$ cat src/rtl/seq_detect_scheduler_if.sv
// Requester / result bus for the shared sequence detector.
// The master modport is the producer side, the slave modport is the detector.
interface seq_detect_scheduler_if #(
   parameter int NREQ   = 4,
   parameter int WORD_W = 8,
   parameter int PAT_W  = 4
);
   localparam int IDW = (NREQ > 1) ? $clog2(NREQ) : 1;
   localparam int CW  = $clog2(WORD_W + 1);

   logic [NREQ-1:0]        req;
   logic [NREQ*WORD_W-1:0] word_in;
   logic [NREQ-1:0]        ack;
   logic                   busy;
   logic                   result_valid;
   logic [IDW-1:0]         result_id;
   logic                   result_hit;
   logic [CW-1:0]          result_count;

   modport master (
      output req, word_in,
      input  ack, busy, result_valid, result_id, result_hit, result_count
   );

   modport slave (
      input  req, word_in,
      output ack, busy, result_valid, result_id, result_hit, result_count
   );
endinterface

$ cat src/rtl/seq_detect_scheduler.sv
// Round-robin scheduler feeding one serial MSB-first bit-pattern matcher.
//  state  | meaning
//  IDLE   | waiting for a request; ack is combinational from the round-robin pick
//  SHIFT  | WORD_W cycles, one word bit per cycle into the matcher
//  REPORT | result_valid pulse, advance round-robin pointer past the granted requester
module seq_detect_scheduler #(
   parameter int NREQ   = 4,
   parameter int WORD_W = 8,
   parameter int PAT_W  = 4,
   localparam int IDW   = (NREQ > 1) ? $clog2(NREQ) : 1,
   localparam int LW    = $clog2(PAT_W + 1),
   localparam int CW    = $clog2(WORD_W + 1)
) (
   input  logic                 clk,
   input  logic                 reset,
   seq_detect_scheduler_if.slave bus,
   input  logic [PAT_W-1:0]     cfg_pattern,
   input  logic [LW-1:0]        cfg_len,
   input  logic                 cfg_overlap
);

   typedef enum logic [1:0] {IDLE, SHIFT, REPORT} state_t;

   state_t            state;
   logic [IDW-1:0]    rr_ptr;
   logic [IDW-1:0]    gnt_id;
   logic [WORD_W-1:0] word_r;
   logic [PAT_W-1:0]  pat_r;
   logic [LW-1:0]     len_r;
   logic              ovl_r;
   logic [PAT_W-1:0]  hist;
   logic [LW-1:0]     seen;
   logic [CW-1:0]     bit_cnt;
   logic [CW-1:0]     match_cnt;

   logic              found;
   logic [IDW-1:0]    gnt_k;
   logic [LW-1:0]     len_clamped;
   logic              bit_in;
   logic [PAT_W-1:0]  hist_n;
   logic [LW-1:0]     seen_n;
   logic [PAT_W-1:0]  len_mask;
   logic              match;

   always_comb begin
      found = 1'b0;
      gnt_k = '0;
      for (int i = 0; i < NREQ; i++) begin
         if (!found && bus.req[(int'(rr_ptr) + i) % NREQ]) begin
            found = 1'b1;
            gnt_k = IDW'((int'(rr_ptr) + i) % NREQ);
         end
      end
   end

   assign bus.ack = (state == IDLE && found) ? (NREQ'(1) << gnt_k) : '0;

   assign len_clamped = (cfg_len > LW'(PAT_W)) ? LW'(PAT_W) : cfg_len;

   always_comb begin
      bit_in = word_r[WORD_W-1];
      hist_n = {hist[PAT_W-2:0], bit_in};
      seen_n = (seen >= LW'(PAT_W)) ? LW'(PAT_W) : seen + LW'(1);
      len_mask = '0;
      for (int i = 0; i < PAT_W; i++) begin
         len_mask[i] = (LW'(i) < len_r);
      end
      match = (len_r != '0) && (seen_n >= len_r) &&
              (((hist_n ^ pat_r) & len_mask) == '0);
   end

   always_ff @(posedge clk or negedge reset) begin
      if (!reset) begin
         state            <= IDLE;
         rr_ptr           <= '0;
         gnt_id           <= '0;
         word_r           <= '0;
         pat_r            <= '0;
         len_r            <= '0;
         ovl_r            <= 1'b0;
         hist             <= '0;
         seen             <= '0;
         bit_cnt          <= '0;
         match_cnt        <= '0;
         bus.busy         <= 1'b0;
         bus.result_valid <= 1'b0;
         bus.result_id    <= '0;
         bus.result_hit   <= 1'b0;
         bus.result_count <= '0;
      end else begin
         case (state)
            IDLE: begin
               if (found) begin
                  word_r    <= bus.word_in[int'(gnt_k)*WORD_W +: WORD_W];
                  gnt_id    <= gnt_k;
                  pat_r     <= cfg_pattern;
                  len_r     <= len_clamped;
                  ovl_r     <= cfg_overlap;
                  hist      <= '0;
                  seen      <= '0;
                  bit_cnt   <= '0;
                  match_cnt <= '0;
                  bus.busy  <= 1'b1;
                  state     <= SHIFT;
               end
            end
            SHIFT: begin
               word_r  <= word_r << 1;
               bit_cnt <= bit_cnt + CW'(1);
               if (match && !ovl_r) begin
                  hist <= '0;
                  seen <= '0;
               end else begin
                  hist <= hist_n;
                  seen <= seen_n;
               end
               if (match) match_cnt <= match_cnt + CW'(1);
               // Result registers load on the last bit so the pulse lines up with REPORT.
               if (bit_cnt == CW'(WORD_W - 1)) begin
                  bus.result_valid <= 1'b1;
                  bus.result_id    <= gnt_id;
                  bus.result_count <= match_cnt + CW'(match);
                  bus.result_hit   <= (match_cnt != '0) || match;
                  state            <= REPORT;
               end
            end
            REPORT: begin
               bus.result_valid <= 1'b0;
               bus.busy         <= 1'b0;
               rr_ptr           <= (gnt_id == IDW'(NREQ - 1)) ? '0 : gnt_id + IDW'(1);
               state            <= IDLE;
            end
            default: state <= IDLE;
         endcase
      end
   end

endmodule

$ cat src/flat_wrapper.sv
// flat-port wrapper written by rule: the top's interface ports become plain ports
module seq_detect_scheduler_flat 
#(
   parameter int NREQ   = 4,
   parameter int WORD_W = 8,
   parameter int PAT_W  = 4,
   localparam int IDW   = (NREQ > 1) ? $clog2(NREQ) : 1,
   localparam int LW    = $clog2(PAT_W + 1),
   localparam int CW    = $clog2(WORD_W + 1)
)
  (clk, reset, cfg_pattern, cfg_len, cfg_overlap, bus_req, bus_word_in, bus_ack, bus_busy, bus_result_valid, bus_result_id, bus_result_hit, bus_result_count);
  seq_detect_scheduler_if #(.NREQ(NREQ), .WORD_W(WORD_W), .PAT_W(PAT_W)) bus_i ();
  input  logic clk;
  input  logic reset;
  input  logic [PAT_W-1:0] cfg_pattern;
  input  logic [LW-1:0] cfg_len;
  input  logic cfg_overlap;
  input wire logic [$bits(bus_i.req)-1:0] bus_req;
  input wire logic [$bits(bus_i.word_in)-1:0] bus_word_in;
  output wire logic [$bits(bus_i.ack)-1:0] bus_ack;
  output wire logic [$bits(bus_i.busy)-1:0] bus_busy;
  output wire logic [$bits(bus_i.result_valid)-1:0] bus_result_valid;
  output wire logic [$bits(bus_i.result_id)-1:0] bus_result_id;
  output wire logic [$bits(bus_i.result_hit)-1:0] bus_result_hit;
  output wire logic [$bits(bus_i.result_count)-1:0] bus_result_count;
  assign bus_i.req = bus_req;
  assign bus_i.word_in = bus_word_in;
  assign bus_ack = bus_i.ack;
  assign bus_busy = bus_i.busy;
  assign bus_result_valid = bus_i.result_valid;
  assign bus_result_id = bus_i.result_id;
  assign bus_result_hit = bus_i.result_hit;
  assign bus_result_count = bus_i.result_count;
  seq_detect_scheduler #(.NREQ(NREQ), .WORD_W(WORD_W), .PAT_W(PAT_W)) u_core (.clk(clk), .reset(reset), .bus(bus_i), .cfg_pattern(cfg_pattern), .cfg_len(cfg_len), .cfg_overlap(cfg_overlap));
endmodule
$ cat config.mk
export PLATFORM = sky130hd
export DESIGN_NAME = seq_detect_scheduler_flat
export DESIGN_NICKNAME = d
export VERILOG_FILES = /design/src/rtl/seq_detect_scheduler_if.sv /design/src/rtl/seq_detect_scheduler.sv /design/src/flat_wrapper.sv
export SDC_FILE = /design/constraint.sdc
export NUM_CORES = 1
export LEC_CHECK = 0
export CAP_MARGIN = 20
export CORE_UTILIZATION = 47
export CTS_BUF_LIST = sky130_fd_sc_hd__clkbuf_8
export DETAILED_ROUTE_END_ITERATION = 8
export PLACE_DENSITY = 0.8
export SLEW_MARGIN = 20
export SYNTH_ARGS = -nofsm -noshare
export SYNTH_HDL_FRONTEND = slang
export SYNTH_SLANG_ARGS = --single-unit
$ cat constraint.sdc
create_clock -name clk -period 2.35 [get_ports clk]
set_input_delay 0.5875 -clock clk [delete_from_list [all_inputs] [get_ports clk]]
set_output_delay 0.5875 -clock clk [all_outputs]
set_load 0.01 [all_outputs]
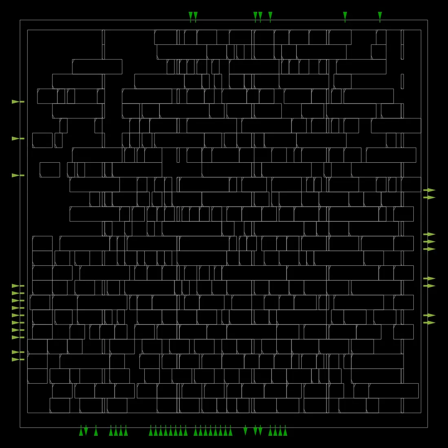
(cell placement)
Row Count: 26
Core Footprint: 0.00514 sq mm
Seq area share: 0.297

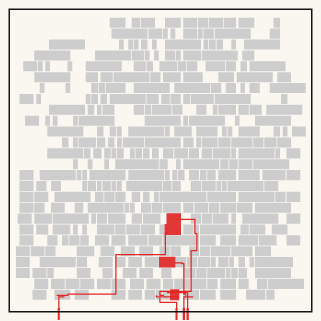
(port wiring)
Scale: 4 px per micron.
legend:
  red:
    port: bus_ack
    direction: output
    edge: bottom
    end_cells: 4
    buffers: 4
    wire: 120 microns

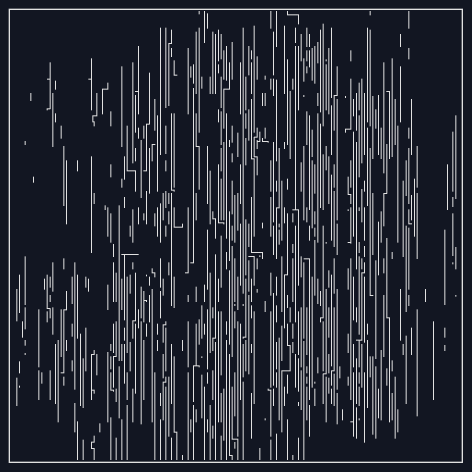
(met2 routing)
Scale: 6 px per micron.
main direction: vertical
share of all routed wire: 52%
nets with wire on the layer: 367
wire length on this layer: 3,770 microns

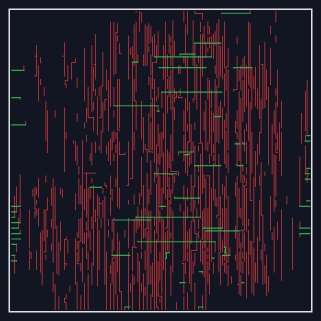
(wiring by layer)
Scale: 4 px per micron. Only two layers are drawn.
legend:
  red:
    layer: M2
    wire_length: 3,770 microns
  green:
    layer: M3
    wire_length: 216 microns

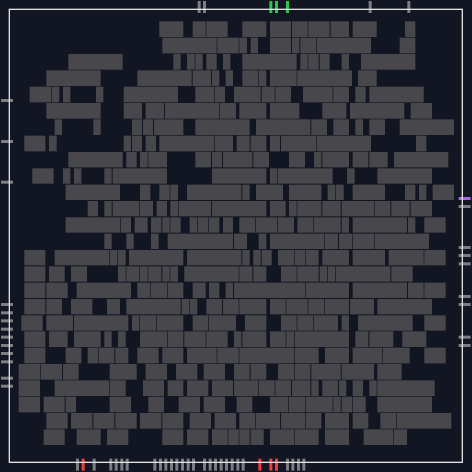
(ports around the boundary)
Scale: 6 px per micron. Pins as bars across the die edge, other pins in gray.
legend:
  red:
    port: bus_ack
    pins: 4
    direction: output
    edge: bottom
  green:
    port: cfg_len
    pins: 3
    direction: input
    edge: top
  purple:
    port: bus_result_hit
    pins: 1
    direction: output
    edge: right

==> results_slide.txt <==
Physical Implementation Snapshot

Outcome
  – Status: finished, violations left
  – Failing checks: setup timing

STA
  – Setup TNS Final: -1.26 ns
  – Setup Viol. Count Final: 13
  – PnR worst setup slack: -0.204 ns
  – Fin. max-slew vios: 0
  – Tmin final: 2.55 ns

Critical path
  – Setup CP Type: flip-flop to flip-flop
  – Reg2Reg Launch Point: u_core.seen[0]
  – WP data arrival: 2.75 ns

Finish
  – ANT cells: 0
  – Fin nets: 417
  – Area Growth Syn to Fin: 50.3%

Drt
  – WL final: 7.23 mm
  – Detailed-route DRC error count: 0
  – Routed vias/inst: 5.59

Logic synthesis
  – Mean Syn Cell Area: 9.45 sq um
  – Simple-Gate Fraction of Synth Area: 0.231
  – Register share after synthesis: 0.446
  – Top cells by area: dfrtp_1, nand2_1, ha_1
  – Number of synthesis warnings: 0
  – Most used flip-flop cell after synthesis: dfrtp_1
  – Yosys top cell by area: dfrtp_1
  – Largest type area fraction: 0.446

CTS
  – CTS H-tree lvls: 2
  – Total CTS buffers: 5
  – Hold-fix buffers at CTS: 0
  – Clock latency on the worst-skew pair: 0.31 ns

Global route
  – Antenna violations before repair: 0

Min path
  – HP Class: input pin to asynchronous set/reset pin
-- final cells by class --
type / count / area, sq um
multi-input combinational: 202 / 1500
sequential: 45 / 1130
timing repair buffer: 99 / 941
fill: 381 / 1350
tap: 70 / 87.6
inverter: 7 / 26.3
clock inverter: 2 / 33.8
clock buffer: 6 / 82.6
-- placed cells by master (no fill, tap or decap), types with 4 or more instances in the layout --
cell and instances:
mux2i_1 9, and3_1 7, a211oi_1 8, dfrtp_1 44, nand2_1 50, inv_1 8
clkdlybuf4s50_1 49, buf_6 10, nor2_1 8, nor3_1 4, a211oi_2 8, nor2_4 4
or2_4 4, a21oi_1 8, nand3_1 5, o21ai_0 14, buf_4 34, nand2b_1 5
ha_1 7, nor3b_1 7, clkbuf_8 6
-- critical path, stage by stage, from the launching register on --
cell and delay (ns):
dfrtp_1 0.44, ha_2 0.20, or2_4 0.23, ha_4 0.27, nor2_2 0.03, a211o_1 0.26, buf_4 0.14, or3_4 0.42
nor2_4 0.15, mux2_4 0.30
-- metal layers --
| layer | vias up | GRT usage | share of wire | wire [microns] |
|---|---|---|---|---|
| met4 | 0 | 0.0761 | 0.033 | 238 |
| met5 | - | 0 | 0 | 0 |
| met3 | 19 | 0.0442 | 0.030 | 216 |
| li1 | 1127 | - | - | - |
| met1 | 1185 | 0.320 | 0.42 | 3000 |
| met2 | 77 | 0.462 | 0.52 | 3770 |
-- Yosys cell counts (all sizes together), types with 2 or more instances --
cell type and number:
nand4 2, buf 6, nor3b 7, nand2 51
nand2b 5, or2 5, a211oi 16, clkbuf 7
o31ai 2, ha 11, nand3 6, nor2 13
and3 8, mux2i 10, dfrtp 45, nor3 7
nor2b 3, inv 7, xor2 2, o21ai 14
or4 2, a21oi 9, xnor2 4, nand3b 2
mux2 6, or3 3
-- power by group through the flow --
stage / logic, uW / registers [uW] / clock network (uW)
2_1_floorplan: 1330 / 1370 / 0
3_3_place_gp: 2040 / 1380 / 0
3_5_place_dp: 2120 / 1390 / 0
4_1_cts: 2370 / 1390 / 617
5_1_grt: 2870 / 1460 / 654
6_report: 2630 / 1420 / 618
-- state kept, by name, summed over array words and instances (netlist names) --
name and count:
u_core.bus.result_valid 1, u_core.len_r 3, u_core.bus.busy 1, u_core.bus.result_count 4, u_core.match_cnt 4, u_core.word_r 8
u_core.bus.result_hit 1, u_core.pat_r 4, u_core.ovl_r 1, u_core.bus.result_id 2, u_core.bit_cnt 4, u_core.hist 3
u_core.gnt_id 2, u_core.seen 3, u_core.rr_ptr 2, u_core.state 2
-- timing repair --
action | in CTS | in global routing
resized | 63 | 15
cloned | 1 | 0
setup endpoints to repair | 13 | 16
pin swaps | 8 | 15
setup buffers | 7 | 5
-- kinds of logic after synthesis --
| group | count (synthesis) |
|---|---|
| multiplexers | 16 |
| AND-OR/OR-AND | 52 |
| buffers and inverters | 20 |
| XOR/XNOR | 6 |
| AND/OR/NAND/NOR | 117 |
| flip-flops | 45 |
| adder cells (fa/ha/maj) | 11 |
Power figures rest on the tool's default switching activity, not on a simulated workload.
